File: src/rtl/dclk_period_meter.sv
// ---------------------------------------------------------------------------
// dclk_period_meter
//
// Measures the period of a divided clock (dclk_i) in clk_i cycles and decodes
// it back to the power-of-two divider select code (256/128/64/32 -> 0/1/2/3).
// Each completed period is reported with a one-cycle valid_o pulse.
// Consecutive rising edges are measured back to back: the edge that closes
// one period also opens the next one.
//
// Optional feature: define DCLK_PERIOD_METER_DUTY_EN to also measure the
// high time of each period on high_o. Without the macro, high_o is tied to 0.
//
// Ports:
//   clk_i      in   1      system clock (single clock domain)
//   rst_i      in   1      synchronous reset, active-high
//   en_i       in   1      measurement enable
//   dclk_i     in   1      clock under measurement, asynchronous to clk_i
//   period_o   out  CNT_W  last measured period in clk_i cycles
//   sel_o      out  2      decoded select code of last measurement
//   match_o    out  1      last period was exactly 256/128/64/32
//   valid_o    out  1      one-cycle pulse: period_o/sel_o/match_o updated
//   timeout_o  out  1      sticky: no dclk_i edge within TIMEOUT_CYC cycles
//   high_o     out  CNT_W  high time of last period (optional feature)
// ---------------------------------------------------------------------------
module dclk_period_meter #(
    parameter int CNT_W       = 16,
    parameter int TIMEOUT_CYC = 1023
) (
    input  logic             clk_i,
    input  logic             rst_i,
    input  logic             en_i,
    input  logic             dclk_i,
    output logic [CNT_W-1:0] period_o,
    output logic [1:0]       sel_o,
    output logic             match_o,
    output logic             valid_o,
    output logic             timeout_o,
    output logic [CNT_W-1:0] high_o
);

    localparam logic [1:0] ST_IDLE = 2'd0;
    localparam logic [1:0] ST_ARM  = 2'd1;
    localparam logic [1:0] ST_MEAS = 2'd2;

    localparam logic [CNT_W-1:0] CNT_ZERO  = {CNT_W{1'b0}};
    localparam logic [CNT_W-1:0] CNT_ONE   = CNT_W'(1);
    localparam logic [CNT_W-1:0] CNT_MAX   = {CNT_W{1'b1}};
    localparam logic [CNT_W-1:0] TIMEOUT_V = CNT_W'(TIMEOUT_CYC);

    // Map a period to {match, sel}; anything off the power-of-two grid
    // reports sel 0 with no match.
    function automatic logic [2:0] decode_period(input logic [CNT_W-1:0] p);
        logic [2:0] res;
        case (p)
            CNT_W'(256): res = {1'b1, 2'd0};
            CNT_W'(128): res = {1'b1, 2'd1};
            CNT_W'(64):  res = {1'b1, 2'd2};
            CNT_W'(32):  res = {1'b1, 2'd3};
            default:     res = {1'b0, 2'd0};
        endcase
        return res;
    endfunction

    logic             sync1_r;
    logic             sync2_r;
    logic             sync3_r;
    logic             rise_s;
    logic [1:0]       state_r;
    logic [1:0]       state_nxt_s;
    logic [CNT_W-1:0] cnt_r;
    logic [CNT_W-1:0] cnt_nxt_s;
    logic             meas_done_s;
    logic             tmo_hit_s;
    logic [CNT_W-1:0] period_r;
    logic [1:0]       sel_r;
    logic             match_r;
    logic             valid_r;
    logic             timeout_r;
    logic [2:0]       dec_s;

    // sync2/sync3 are both past the metastability stage, so their edge is
    // a clean one-cycle pulse; the fixed two-cycle delay cancels between
    // the opening and closing edge of a period.
    assign rise_s = sync2_r & ~sync3_r;
    assign dec_s  = decode_period(cnt_r);

    // Synchronizer chain for dclk_i; runs regardless of state.
    always_ff @(posedge clk_i) begin
        if (rst_i) begin
            sync1_r <= 1'b0;
            sync2_r <= 1'b0;
            sync3_r <= 1'b0;
        end else begin
            sync1_r <= dclk_i;
            sync2_r <= sync1_r;
            sync3_r <= sync2_r;
        end
    end

    // Next-state and period-counter logic. A rise takes priority over a
    // timeout landing in the same cycle.
    always_comb begin
        state_nxt_s = state_r;
        cnt_nxt_s   = cnt_r;
        meas_done_s = 1'b0;
        tmo_hit_s   = 1'b0;
        if (!en_i) begin
            state_nxt_s = ST_IDLE;
            cnt_nxt_s   = CNT_ZERO;
        end else begin
            case (state_r)
                ST_IDLE: begin
                    state_nxt_s = ST_ARM;
                    cnt_nxt_s   = CNT_ZERO;
                end
                ST_ARM: begin
                    if (rise_s) begin
                        state_nxt_s = ST_MEAS;
                        cnt_nxt_s   = CNT_ONE;
                    end else if (cnt_r >= TIMEOUT_V) begin
                        tmo_hit_s = 1'b1;
                        cnt_nxt_s = CNT_ZERO;
                    end else begin
                        cnt_nxt_s = cnt_r + CNT_ONE;
                    end
                end
                ST_MEAS: begin
                    if (rise_s) begin
                        meas_done_s = 1'b1;
                        cnt_nxt_s   = CNT_ONE;
                    end else if (cnt_r >= TIMEOUT_V) begin
                        tmo_hit_s   = 1'b1;
                        state_nxt_s = ST_ARM;
                        cnt_nxt_s   = CNT_ZERO;
                    end else if (cnt_r != CNT_MAX) begin
                        cnt_nxt_s = cnt_r + CNT_ONE;
                    end else begin
                        cnt_nxt_s = cnt_r;
                    end
                end
                default: begin
                    state_nxt_s = ST_IDLE;
                    cnt_nxt_s   = CNT_ZERO;
                end
            endcase
        end
    end

    // State and period counter registers.
    always_ff @(posedge clk_i) begin
        if (rst_i) begin
            state_r <= ST_IDLE;
            cnt_r   <= CNT_ZERO;
        end else begin
            state_r <= state_nxt_s;
            cnt_r   <= cnt_nxt_s;
        end
    end

    // Result registers: update on a completed period, hold otherwise.
    // timeout is sticky until the next good measurement.
    always_ff @(posedge clk_i) begin
        if (rst_i) begin
            period_r  <= CNT_ZERO;
            sel_r     <= 2'd0;
            match_r   <= 1'b0;
            valid_r   <= 1'b0;
            timeout_r <= 1'b0;
        end else begin
            valid_r <= meas_done_s;
            if (meas_done_s) begin
                period_r  <= cnt_r;
                sel_r     <= dec_s[1:0];
                match_r   <= dec_s[2];
                timeout_r <= 1'b0;
            end else if (tmo_hit_s) begin
                timeout_r <= 1'b1;
            end
        end
    end

    assign period_o  = period_r;
    assign sel_o     = sel_r;
    assign match_o   = match_r;
    assign valid_o   = valid_r;
    assign timeout_o = timeout_r;

`ifdef DCLK_PERIOD_METER_DUTY_EN
    logic [CNT_W-1:0] hcnt_r;
    logic [CNT_W-1:0] hcnt_nxt_s;
    logic [CNT_W-1:0] high_r;

    // High-time counter: counts cycles with the delayed dclk high inside
    // the current period. The rise cycle itself always has sync3 low, so
    // restarting at 0 there loses nothing.
    always_comb begin
        hcnt_nxt_s = hcnt_r;
        if (!en_i || (state_r == ST_IDLE) || rise_s || tmo_hit_s) begin
            hcnt_nxt_s = CNT_ZERO;
        end else if (sync3_r && (hcnt_r != CNT_MAX)) begin
            hcnt_nxt_s = hcnt_r + CNT_ONE;
        end else begin
            hcnt_nxt_s = hcnt_r;
        end
    end

    // High-time counter and result register.
    always_ff @(posedge clk_i) begin
        if (rst_i) begin
            hcnt_r <= CNT_ZERO;
            high_r <= CNT_ZERO;
        end else begin
            hcnt_r <= hcnt_nxt_s;
            if (meas_done_s) begin
                high_r <= hcnt_r;
            end
        end
    end

    assign high_o = high_r;
`else
    assign high_o = CNT_ZERO;
`endif

endmodule
File: config.mk
export PLATFORM = sky130hd
export DESIGN_NAME = dclk_period_meter
export DESIGN_NICKNAME = d
export VERILOG_FILES = /design/src/rtl/dclk_period_meter.sv
export SDC_FILE = /design/constraint.sdc
export NUM_CORES = 1
export LEC_CHECK = 0
export CAP_MARGIN = 20
export CELL_PAD_IN_SITES_DETAIL_PLACEMENT = 0
export CELL_PAD_IN_SITES_GLOBAL_PLACEMENT = 1
export CORE_MARGIN = 4
export CORE_UTILIZATION = 31
export CTS_BUF_LIST = sky130_fd_sc_hd__clkbuf_16
export DETAILED_ROUTE_END_ITERATION = 8
export HOLD_SLACK_MARGIN = 0.06
export PLACE_DENSITY = 0.68
export SLEW_MARGIN = 10
export SYNTH_ARGS = -nofsm -noshare
export SYNTH_HDL_FRONTEND = slang
export SYNTH_SLANG_ARGS = --single-unit
File: constraint.sdc
create_clock -name clk_i -period 3.9 [get_ports clk_i]
set_input_delay 0.78 -clock clk_i [delete_from_list [all_inputs] [get_ports clk_i]]
set_output_delay 0.78 -clock clk_i [all_outputs]
set_load 0.02 [all_outputs]
Fig. 1: run 1, routing congestion
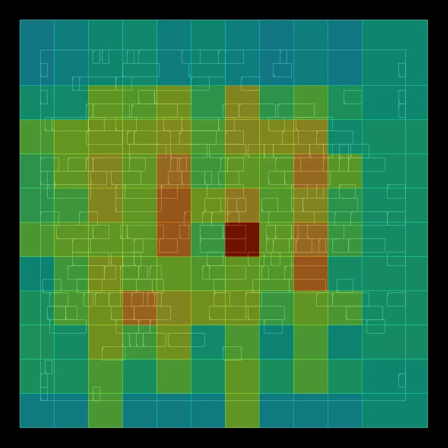
Global Route Usage Sum: 9.90%
met1 routing resource usage after global routing: 12.9%

Fig. 2: run 1, signal wires by layer
Two of the layers only.
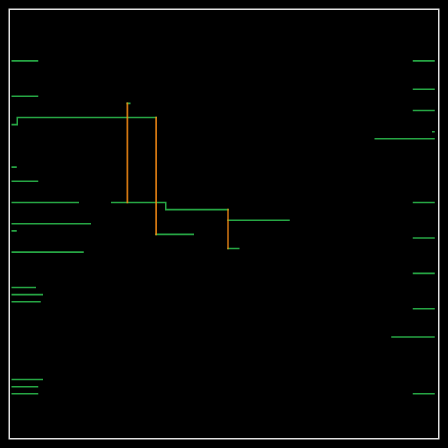
M3: in green, wire length 213 um. M4: in orange, wire length 49.0 um.

==> flow_results.org, run 1 <==
#+TITLE: Synthesis and PnR summary

** Synth
- Yosys mapped a number of flops with a built-in enable equal to 0.
- Part of the Yosys area used for sequential elements :: 49.3%
- In the synthesized netlist the dominant register cell turns out to be dfxtp_1.
- In this run the cell area of the synthesized design comes to about 1700 sq um.
- Average footprint of a synthesized cell :: 10.4 sq um
- Synthesis handed over a netlist of 164 instances.
- Yosys warning tally :: 0
- Counting flops and latches in the post-synthesis netlist gives 42.

** STA
- The final timing report gives a worst setup slack of 1700 ps.
- Setup violations remaining at the end of the flow were counted as 0.
- Min Hold Slack :: 446 ps
- In the finished design, the share of the clock period the worst path needs comes to 56.5%.
- Max-slew violation total from the final report :: 0
- The final layout reports a setup TNS of 0 ps.
- Unrepaired setup endpoints after global routing :: false
- Timing would allow up to between 0.4 and 0.5 GHz.

** Global route
- Initial antenna violation count :: 0
- Total grt overflow :: 0
- Pin count of the biggest net entering global routing :: 21
- The via count of the first global-routing pass is 1,083.

** Layout
- Per the cell usage report, the commonest logic cell in the layout is dfxtp_1.
- Per the cell usage report, the commonest logic cells after layout are dfxtp_1 (42), clkdlybuf4s50_1 (24), conb_1 (22), a22o_1 (18), nor2_1 (13).
- Layout cell share with drive strength beyond 1 :: under 10%
- For this run, the script counts the antenna cells in the layout as 0.
- Area Overhead vs Synth :: 24.5%

** Job
- Stage-log warning count :: 30
- The report counts max-capacitance violations totalling 0.

** Critical path
- Critical path required time :: 4120 ps
- The worst register-to-register path has a depth of 5.
- Critical Path, Cell by Cell :: clkdlybuf4s50_1, nor2b_1, and3_1, and4_4, a32o_1
- Register-to-register setup slack :: 2130 ps
- RR Startpoint :: cnt_r[1]
- Bufs and invs on worst path :: 1
- Data arrival, critical path :: 2420 ps
- For the worst reg-to-reg path, the endpoint reported by OpenROAD is state_r[1].
- Type of element launching the critical path :: primary input

** Routing
- For this run, the detailed router's first-pass iteration total came to 4.
- Drt drc :: 0
- For this block, the routed nets add up to 3.12 mm of wire.
- Antenna-violating nets left :: 0
- Overall via count from detail_route :: 1,126

** Floorplanning
- The core region is ~5200 sq um.
- Floorplan Utilization :: 32.8%
- # IOs :: around 41

** Clocking
- The H-tree was split into 2 levels.
- Hold repair after CTS inserted 0 buffers.
- The tree is rooted in a clkbuf_16.
- Post-CTS repair timing setup buffer count :: 0
- CTS added clock buffers totalling 5.
- TritonCTS built the clock tree.
- CTS saw 42 sinks.
- PostCTS Resize Cnt :: 0

** Place
- The placement report lists the number of port buffers as 24.
- Setup Slack @ Placement :: 1390 ps
- Post-Place Cell Area :: between 1500 and 2000 sq um
- Estimated wirelength of the detail-placed design :: 2.15 mm

** Outcome
- Result of the run :: finished, final reports clean

** Power and ir drop
- Combinational power share :: between 7 and 8%
- Switching power total :: roughly 210 uW
- For this design the ratio of total power to cell area is between 400 and 500 nW/um^2.

** Min path
- Hold WC Path Type :: register to register
Fig. 3: run 1, pin placement
Pins as bars across the die edge, other pins in grey.
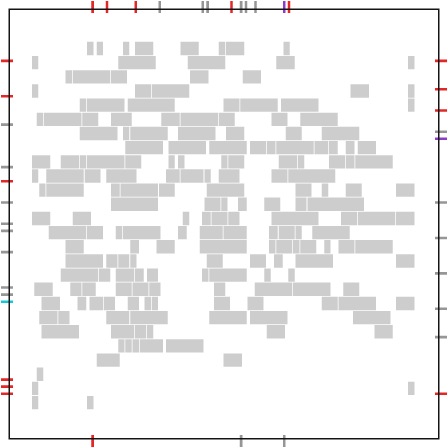
dclk_i: in cyan, pins 1, direction input, edge west. high_o: in red, pins 16, direction output, edge 6 west, 5 north, 4 east, 1 south. sel_o: in purple, pins 2, direction output, edge 1 north, 1 east.
All pins by edge: 15 west, 12 north, 11 east, 3 south.

run 1: synth_stat cells, types with 2 or more instances:
library cell   n  share of area, %
inv_1          5               1.1
dfxtp_1       42                49
o21ai_0        3              0.88
buf_2          2              0.59
xor2_1         8               4.1
nand2_1        5               1.1
nand3b_1       2              0.88
clkbuf_1       3              0.66
and3_1         3               1.1
nand2b_1       2              0.73
and4_1         2               1.0
nor2b_1        5               1.8
xnor2_1        3               1.5
a21oi_1        2              0.59
a22o_1        18               9.2
nor2_1        13               2.9
nand3_1        5               1.5
ha_1           6               4.4
buf_4         19               8.4
run 1: logic make-up (layout without fill, tap and decap cells):
logic type      after synthesis  in the layout  share of synthesized area [%]
flops                        42             42                           49.3
other cells                   1             22                          0.220
buf+inv                      30             39                           11.0
simple gates                 46             46                           16.0
compound gates               28             28                           13.5
fa+ha+maj                     6              6                           4.40
xor+xnor                     11             11                           5.65
run 1: power by group through the flow:
stage | sequential (mW) | clock (mW) | combinational [mW]
2_1_floorplan | 0.462 | 0 | 0.0647
3_3_place_gp | 0.462 | 0 | 0.0731
3_5_place_dp | 0.461 | 0 | 0.0731
4_1_cts | 0.452 | 0.469 | 0.0735
5_1_grt | 0.454 | 0.485 | 0.0812
6_report | 0.452 | 0.456 | 0.0738
run 1: how the worst max path moves through the flow:
stage | start | end | depth (start not counted)
2_1_floorplan | en_i | sel_o[1] | 5
3_3_place_gp | en_i | sel_o[1] | 5
3_5_place_dp | rst_i | sel_o[1] | 5
4_1_cts | rst_i | sel_o[1] | 5
5_1_grt | rst_i | sel_o[1] | 5
6_report | rst_i | sel_o[1] | 5
run 1: flip-flops by register name, indices dropped and copies added (netlist names):
register	cells
sync3_r	1
sync1_r	1
state_r	2
match_o	1
period_o	16
valid_o	1
cnt_r	16
timeout_o	1
sync2_r	1
sel_o	2
run 1: final cells by class:
type                       count  area [sq um]  area share (%)
timing repair buffer          26           255            12.0
clock inverter                 3          40.0            1.88
sequential                    42           841            39.6
tap                           70          87.6            4.12
inverter                       5          18.8           0.883
multi-input combinational    113           757            35.6
clock buffer                   5           125            5.89
run 1: metrics by stage:
step / instances / power [mW]
2_1_floorplan: 185 / 0.527
3_3_place_gp: 256 / 0.535
3_5_place_dp: 256 / 0.534
4_1_cts: 264 / 0.994
5_1_grt: 264 / 1.02
6_report: 264 / 0.982
run 1: metal layers:
metal  vias up  GRT usage (%)  part of all wire [%]
met5         -              0                     0
met4         0           3.99                   1.5
met3         7           3.80                   6.8
met2        31           14.7                    44
met1       498           12.9                    48
li1        590              -                     -
==> run 1 -> run 2 <==
--- a/config.mk
+++ b/config.mk
@@ -13,7 +13,7 @@
 export CTS_BUF_LIST = sky130_fd_sc_hd__clkbuf_16
 export DETAILED_ROUTE_END_ITERATION = 8
 export HOLD_SLACK_MARGIN = 0.06
-export PLACE_DENSITY = 0.68
+export PLACE_DENSITY = 0.71
 export SLEW_MARGIN = 10
 export SYNTH_ARGS = -nofsm -noshare
 export SYNTH_HDL_FRONTEND = slang
==> constraint.sdc (replaced) <==
create_clock -name clk_i -period 1.8 [get_ports clk_i]
set_input_delay 0.36 -clock clk_i [delete_from_list [all_inputs] [get_ports clk_i]]
set_output_delay 0.36 -clock clk_i [all_outputs]
set_load 0.02 [all_outputs]
Fig. 4: run 2, routing congestion
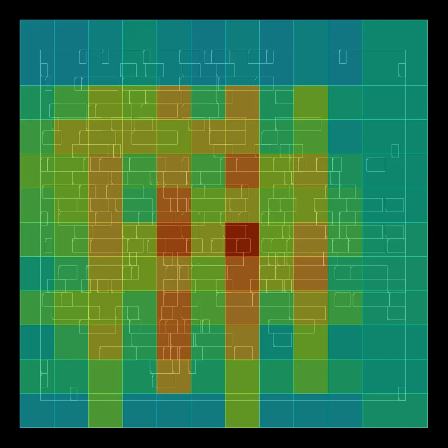
Global Route Usage Sum: 11.0%
routing layer with the top usage in global route: met2
global routing usage on met2: 17.1%
met1 routing resource usage after global routing: 12.6%

==> run 2 against run 1 <==
Effect of this change:
- first-iteration DRC count is 16% higher
- sequential share of layout area is 1.3 points lower
- cell count is 3.8% higher
- via count is 4.5% higher
- hold slack worse by 7.4 ps
- flip-flop count stayed put
- clock skew is 0.85 ps higher
- sequential power is 120% higher
- synthesized cell count stayed put
- core utilization is 1.4 points higher
- final area is 3.4% higher
==> flow_results.org, run 2 <==
#+TITLE: Synthesis and PnR summary

** Routing
- Antenna-violating nets left :: 0
- Detailed Route Iter0 Violations :: 44
- The script logs the mean routed wire length per placed instance as about 12 um.
- Routed wire length :: 3.21 mm
- The script parses the final routing iteration and logs DRC violations as 0.
- Via-per-instance ratio :: 4.30
- Pre-Repair DR Iteration Count :: 4
- Overall via count from detail_route :: 1,177

** Job
- Stage-log warning count :: 30
- Per the run summary, max-cap violations total 0.

** Clocking
- Clock-pin slew on the worst setup and hold paths :: 60 ps
- Clock latency at the later pin of the worst-skew pair :: 280 ps
- Clock tree from TritonCTS :: done
- Buffers added to address setup during post-CTS repair amount to 0.
- The number of clock buffers added by TritonCTS is 5.
- The clock net in this run drives a total of 42 sinks.
- CTS HTree Levels :: 2
- In this run the clock root is driven by a clkbuf_16.
- Max Root-Sink Buffers :: 2
- Post-CTS repair changed the size of 0 cells.
- CTS hold repair buffers :: 0

** Place
- Final weighted congestion of routability-driven global placement :: 0.723
- Once placement completed, the tool counted placed cells totaling 266.
- Number of buffer cells added on primary ports :: 24
- Timing analysis after detailed placement gives a worst setup slack of 61.9 ps.
- For this run the detailed placement stage logged an HPWL of 2.33 mm.
- Post-Place Cell Area :: 2050 sq um

** STA
- The critical path in the final layout is reported with a setup slack of between 150 and 200 ps.
- Layout Skew :: between 3 and 4 ps
- The final layout reports a setup TNS of 0 ps.
- Per the timing report, the achievable frequency comes out to 0.619 GHz.
- Endpoints failing hold :: 0
- Max-slew violation total from the final report :: 0
- The last timing report of the flow puts the setup violation total at 0.
- The most critical hold endpoint after final layout shows a slack of 439 ps.
- Setup repair after global routing left no endpoint under its margin.
- OpenROAD reports that the post-layout worst path occupies 89.8% of the period.

** Synth
- Counting flops with a built-in enable in the synthesized netlist gives 0.
- Top post-synthesis cells by count :: dfxtp_1 (42), buf_4 (19), a22o_1 (18), nor2_1 (13), xor2_1 (8)
- Cell with the most instances after synthesis :: dfxtp_1
- Dominant register cell in the synthesized netlist :: dfxtp_1
- The mapped netlist covers 1710 sq um.
- Averaged over all synthesized cells, the footprint is approximately 10 sq um.
- Cell types occupying the most area after synthesis :: dfxtp_1 (49%), a22o_1 (9.2%), buf_4 (8.4%)
- The synthesized netlist contains 35 unique library cells.
- Largest area contributor in the synthesized netlist :: dfxtp_1
- Async SR Flop Fraction :: 0%
- After synthesis, the design contains 164 cells according to Yosys.
- Mapped Cells :: 164
- The Yosys step of the flow raised 0 warnings.
- The share of synthesized area in the top cell type comes to 49.3%.
- Summing the sequential cell areas from Yosys gives 49.3% of the chip area.
- Synthesis inferred 42 register bits.

** Critical path
- Setup CP Type :: register to register
- Critical path required time :: 2010 ps
- STA classifies the critical path startpoint as a register.
- Logic depth along the worst register-to-register path is recorded as 4.
- The launch point of the critical path was reported as cnt_r[12].
- Worst setup path endpoint :: cnt_r[6]
- Endpoint of the lowest-slack register-to-register path :: cnt_r[6]
- Data arrival, critical path :: 1830 ps
- The startpoint identified for the worst register-to-register timing path is cnt_r[12].
- Across all register-to-register paths, the minimum setup slack is 180 ps.

** Global route
- Entering global routing, the biggest net connects 21 pins.
- Number of global-route vias before repair :: ~1,200
- Total grt overflow :: 0
- The first global-routing pass estimated 5.45 mm of wire.
- The number of antenna violations at the first check in global routing came to 0.

** Floorplanning
- The die is 82.2 um tall.
- The share of the core area taken by cells at floorplan is 32.8%.
- Placeable Area :: 5200 sq um
- The floorplan has 26 rows.
- Horiz. Die Dim :: approximately 82 um
- # IOs :: 41

** Power and ir drop
- Dividing total power by cell area gives a power density of 928 nW/um^2.
- Power comes to 2.04 mW.
- The leakage power in the latest report is between 0.8 and 0.9 nW.
- VDD sags by at most 0.000456 V.

** Min path
- In this run the worst hold path is classified as register to register.

** Layout
- Compared with the post-synthesis result, the final layout area differs by 28.7%.
- Layout Cell Area excl Fill :: 2200 sq um
- Count of antenna diodes in the layout :: 0
- Utilization of the core after routing :: 42.2%
- The finished layout holds 274 standard cells, fillers aside.
- Commonest non-fill, non-tap cells in the layout :: dfxtp_1 (42), clkdlybuf4s50_1 (24), conb_1 (22), a22o_1 (18), nor2_1 (13)
- The top cell type in the final layout, fill and taps aside, is dfxtp_1.
- Layout cell share with drive strength beyond 1 :: 12.7%
- Layout Nets :: 213

** Outcome
- Result of the run :: finished, final reports clean
[run 2: cell families after synthesis]
family,share of synthesized area [%]
compound gates,13.5
fa+ha+maj,4.40
xor+xnor,5.65
flops,49.3
other cells,0.220
simple gates,16.0
buf+inv,11.0
[run 2: area by class of cell]
class                   instances  area, sq um
repair buffers                 36          343
multi-input cells             113          757
clock inverters                 3         23.8
well taps                      70         87.6
inverters                       5         18.8
fillers                       514         3010
flip-flops and latches         42          841
clock buffers                   5          125
[run 2: critical path: stages, from the launching register on]
cell	delay (ps)
dfxtp_1	310
or4_4	540
nor3_4	260
nand3_2	250
nor2_1	170
[run 2: routing by layer]
layer  GRT usage [%]  routed length [um]  vias to the layer above
met5               0                   0                        -
met4            4.98                  27                        0
met3            5.21                 250                        2
met2            17.1                1490                       32
met1            12.6                1450                      535
li1                -                   -                      608
[run 2: how the worst min path moves through the flow]
stage,startpoint,endpoint,slack [ps],depth (start not counted)
floorplan,sync1_r,sync2_r,410,1
global placement,sync1_r,sync2_r,430,1
detailed placement,sync1_r,sync2_r,430,1
CTS,sync1_r,sync2_r,440,1
global route,sync1_r,sync2_r,490,1
finish,sync1_r,sync2_r,440,1
[run 2: power breakdown]
group | total, mW | leakage [nW] | internal, mW | switching, mW
Clock | 0.894 | 0.0664 | 0.518 | 0.376
Combinational | 0.166 | 0.482 | 0.0670 | 0.0987
Sequential | 0.979 | 0.341 | 0.957 | 0.0213
No activity file was given, so power comes from the tool's default toggle rates.
